==> run_1/wires.png <==
Scale: 3 px per um. Only two layers are drawn.
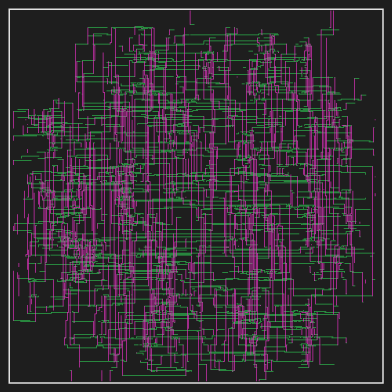
==> run_1/placement.png <==
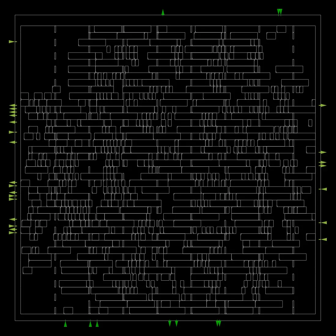
==> run_1/layer_met2.png <==
Scale: 3 px per um. Cells faint in the background.
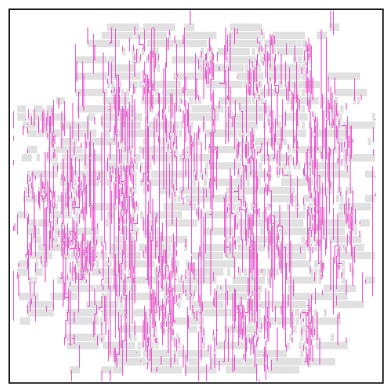
==> run_1/detail.png <==
Window x 42 to 82, y 42 to 82 um. Cells in grey, sequential cells in the stronger grey; small squares are vias.
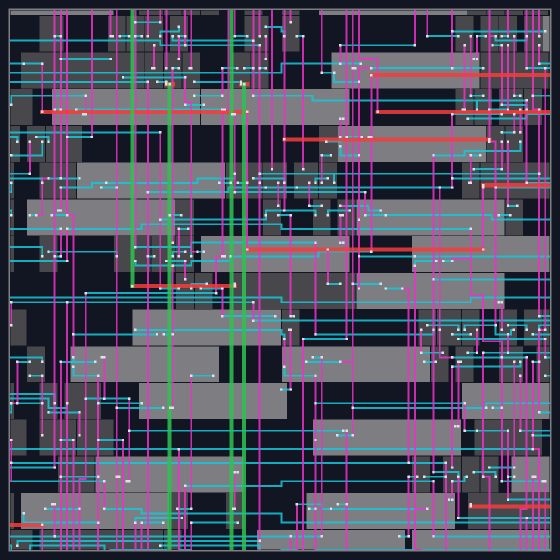
**src/rtl/uart_rx_fifo.sv**
```systemverilog
// UART receive byte FIFO: show-ahead output, 1-cycle write-to-read latency; rx_ready drops when full
// (a same-cycle read does not free a slot until the next edge). Define UART_RX_FIFO_ERRTAG_EN to store per-byte error tags.
module uart_rx_fifo #(
    parameter int DEPTH             = 16,
    parameter int ALMOST_FULL_LEVEL = 12
) (
    input  logic                     clk,
    input  logic                     reset,
    input  logic                     clear,
    input  logic [7:0]               rx_data,
    input  logic                     rx_valid,
    input  logic                     rx_error,
    input  logic                     rx_overrun,
    output logic                     rx_ready,
    output logic [7:0]               out_data,
    output logic                     out_error,
    output logic                     out_valid,
    input  logic                     out_ready,
    output logic [$clog2(DEPTH):0]   count,
    output logic                     almost_full,
    output logic                     error_flag,
    output logic                     overrun_flag
);

    localparam int AW = $clog2(DEPTH);
    localparam int PW = AW + 1;
    localparam logic [PW-1:0] AF_LEVEL = PW'(ALMOST_FULL_LEVEL);

`ifdef UART_RX_FIFO_ERRTAG_EN
    localparam int EW = 9;
`else
    localparam int EW = 8;
`endif

    logic [EW-1:0] mem [DEPTH];
    logic [PW-1:0] wr_ptr;
    logic [PW-1:0] rd_ptr;
    logic [EW-1:0] entry;
    logic [EW-1:0] head;
    logic          full;
    logic          empty;
    logic          wr;
    logic          wr_en;
    logic          rd;

    // Full when the slot indices match but the wrap bits differ.
    assign full  = (wr_ptr[AW-1:0] == rd_ptr[AW-1:0]) && (wr_ptr[AW] != rd_ptr[AW]);
    assign empty = (wr_ptr == rd_ptr);

    assign rx_ready    = !full;
    assign out_valid   = !empty;
    assign count       = wr_ptr - rd_ptr;
    assign almost_full = (count >= AF_LEVEL);

    assign wr = rx_valid && rx_ready;
    assign rd = out_valid && out_ready;

`ifdef UART_RX_FIFO_ERRTAG_EN
    assign wr_en     = wr;
    assign entry     = {rx_error, rx_data};
    assign head      = mem[rd_ptr[AW-1:0]];
    assign out_data  = head[7:0];
    assign out_error = out_valid && head[8];
`else
    // Errored bytes are handshaken so the receiver moves on, but dropped.
    assign wr_en     = wr && !rx_error;
    assign entry     = rx_data;
    assign head      = mem[rd_ptr[AW-1:0]];
    assign out_data  = head;
    assign out_error = 1'b0;
`endif

    always_ff @(posedge clk) begin
        if (wr_en && !clear) begin
            mem[wr_ptr[AW-1:0]] <= entry;
        end
    end

    always_ff @(posedge clk or negedge reset) begin
        if (!reset) begin
            wr_ptr       <= '0;
            rd_ptr       <= '0;
            error_flag   <= 1'b0;
            overrun_flag <= 1'b0;
        end else if (clear) begin
            wr_ptr       <= '0;
            rd_ptr       <= '0;
            error_flag   <= 1'b0;
            overrun_flag <= 1'b0;
        end else begin
            if (wr_en) begin
                wr_ptr <= wr_ptr + PW'(1);
            end
            if (rd) begin
                rd_ptr <= rd_ptr + PW'(1);
            end
            if (wr && rx_error) begin
                error_flag <= 1'b1;
            end
            if (rx_overrun) begin
                overrun_flag <= 1'b1;
            end
        end
    end

endmodule

```
**config.mk**
```make
export PLATFORM = sky130hd
export DESIGN_NAME = uart_rx_fifo
export DESIGN_NICKNAME = d
export VERILOG_FILES = /design/src/rtl/uart_rx_fifo.sv
export SDC_FILE = /design/constraint.sdc
export NUM_CORES = 1
export LEC_CHECK = 0
export ABC_AREA = 1
export CORE_MARGIN = 2
export CORE_UTILIZATION = 46
export DETAILED_ROUTE_END_ITERATION = 16
export SYNTH_ARGS = -nofsm -noshare
export SYNTH_HDL_FRONTEND = slang
export SYNTH_SLANG_ARGS = --single-unit
```
**constraint.sdc**
```tcl
create_clock -name clk -period 2.7 [get_ports clk]
set_clock_uncertainty 0.1 [all_clocks]
set_input_delay 0.405 -clock clk [delete_from_list [all_inputs] [get_ports clk]]
set_output_delay 0.405 -clock clk [all_outputs]
set_load 0.005 [all_outputs]
```
==> results.yml, run 1 <==
# synthesis and place-and-route metrics
cts:
  clock_path_buffers: 2
  clk_pin_slew_ns: 0.06
  clk_latency_ns: 0.42
drt:
  wl_met3_um: 772
  totalWireLength_um: 15100
  dr.max_layer_used: "met4"
  wl_per_cell_um: 15.7
worst_setup_path:
  crit_path_max_fanout: 7
  timing.rr.end: "mem[14][0]"
power:
  ir_worst_vdd_mv: 0.402
  p_clk_mw: 2.32
layout:
  ff_latch_area_sq_mm: 0.00415
  seq-cell-share_pct: 51.7
  mi_logic_area_sq_mm: 0.00187
grt:
  grt_pass1_wl_um: 24200
logic_synthesis:
  synthTopCellsByArea: "edfxtp_1, nand2_1, inv_1"
  edf_count: 128
  mappedNetlistArea_sq_mm: 0.00663
  synthSimpleGateAreaFrac_pct: 24.1
  yosys_area_sq_mm: 0.00663
outcome:
  status: "finished, final reports clean"
-- wires.png (at the start) --
[magenta] metal 2 | wire length: 7,450 um
[green] metal 1 | wire length: 6,440 um

-- placement.png (at the start) --
flip-flops: 140
Tap Count: 180
num rows: 43
final cell count without fillers: 963

-- layer_met2.png (at the start) --
main direction: vertical
nets with wire on the layer: 573
longest straight run: 56.6 um
wire length on this layer: 7,450 um
share of all routed wire: 49%

-- detail.png (at the start) --
[magenta] metal 2
[green] metal 4
[cyan] metal 1
[red] metal 3
cells with their middle in the window: 96
sequential cells in the window: 21
netlist names of flops here include: mem (21)
most frequent: nand2_1 (27), edfxtp_1 (21), inv_1 (20)

==> run_1/io_placement.png <==
Scale: 4 px per um. Pins as bars across the die edge, other pins in grey.
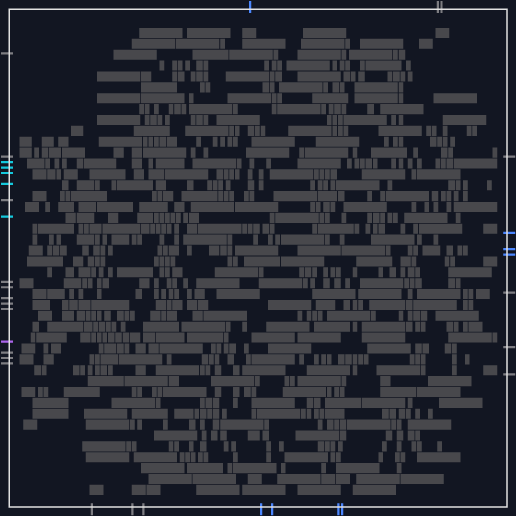

--- run 2 (diff from run 1) ---
--- a/config.mk
+++ b/config.mk
@@ -6,7 +6,7 @@
 export NUM_CORES = 1
 export LEC_CHECK = 0
 export ABC_AREA = 1
-export CORE_MARGIN = 2
+export CORE_MARGIN = 10
 export CORE_UTILIZATION = 46
 export DETAILED_ROUTE_END_ITERATION = 16
 export SYNTH_ARGS = -nofsm -noshare
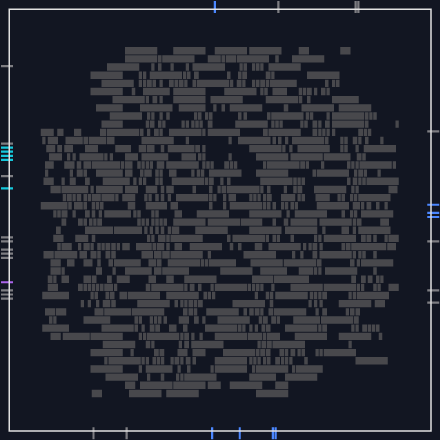
(run_2/io_placement.png)
Scale: 3 px per um. Pins as bars across the die edge, other pins in grey.
[purple] error_flag | pins: 1 | direction: output | edge: left
[cyan] count | pins: 5 | direction: output | edge: left
[blue] out_data | pins: 8 | direction: output | edge: 4 bottom, 3 right, 1 top

==> run 2 against run 1 <==
Sequential share of layout area down 0.89 points. Core utilization up 1.0 points. Global-route usage down 5.1 points. Die area up 27%. Largest cell class unchanged. Non-clock buffer count up 5. Routed wire length up 4.6%. Critical endpoint is now rx_ready.
==> results.yml, run 2 <==
# synthesis and place-and-route metrics
layout:
  nFillCells: 1232
  n_all_buffers: 74
  ff_latch_area_sq_mm: 0.00415
  seq-cell-share_pct: 50.8
  final_cells: 968
  mi_logic_area_sq_mm: 0.00189
  flops: 140
logic_synthesis:
  mappedNetlistArea_sq_mm: 0.00663
  edf_count: 128
  yosys_area_sq_mm: 0.00663
  synthSimpleGateAreaFrac_pct: 24.1
  synthTopCellsByArea: "edfxtp_1, nand2_1, inv_1"
drt:
  dr.max_layer_used: "met4"
  totalWireLength_um: 15800
  wl_per_cell_um: 16.3
timing:
  max_freq_mhz: 389
  worst_slack_ns: 0.130
worst_setup_path:
  crit_path_max_fanout: 4
cts:
  clk_pin_slew_ns: 0.06
  clk_latency_ns: 0.42
  clock_path_buffers: 2
power:
  p_clk_mw: 2.36
  ir_worst_vdd_mv: 0.435
outcome:
  status: "finished, final reports clean"
die:
  die_y_um: 140
  nWellTaps: 180
  num_rows: 43
grt:
  grt_pass1_wl_um: 25100
Power is estimated from default activity; no workload was simulated.
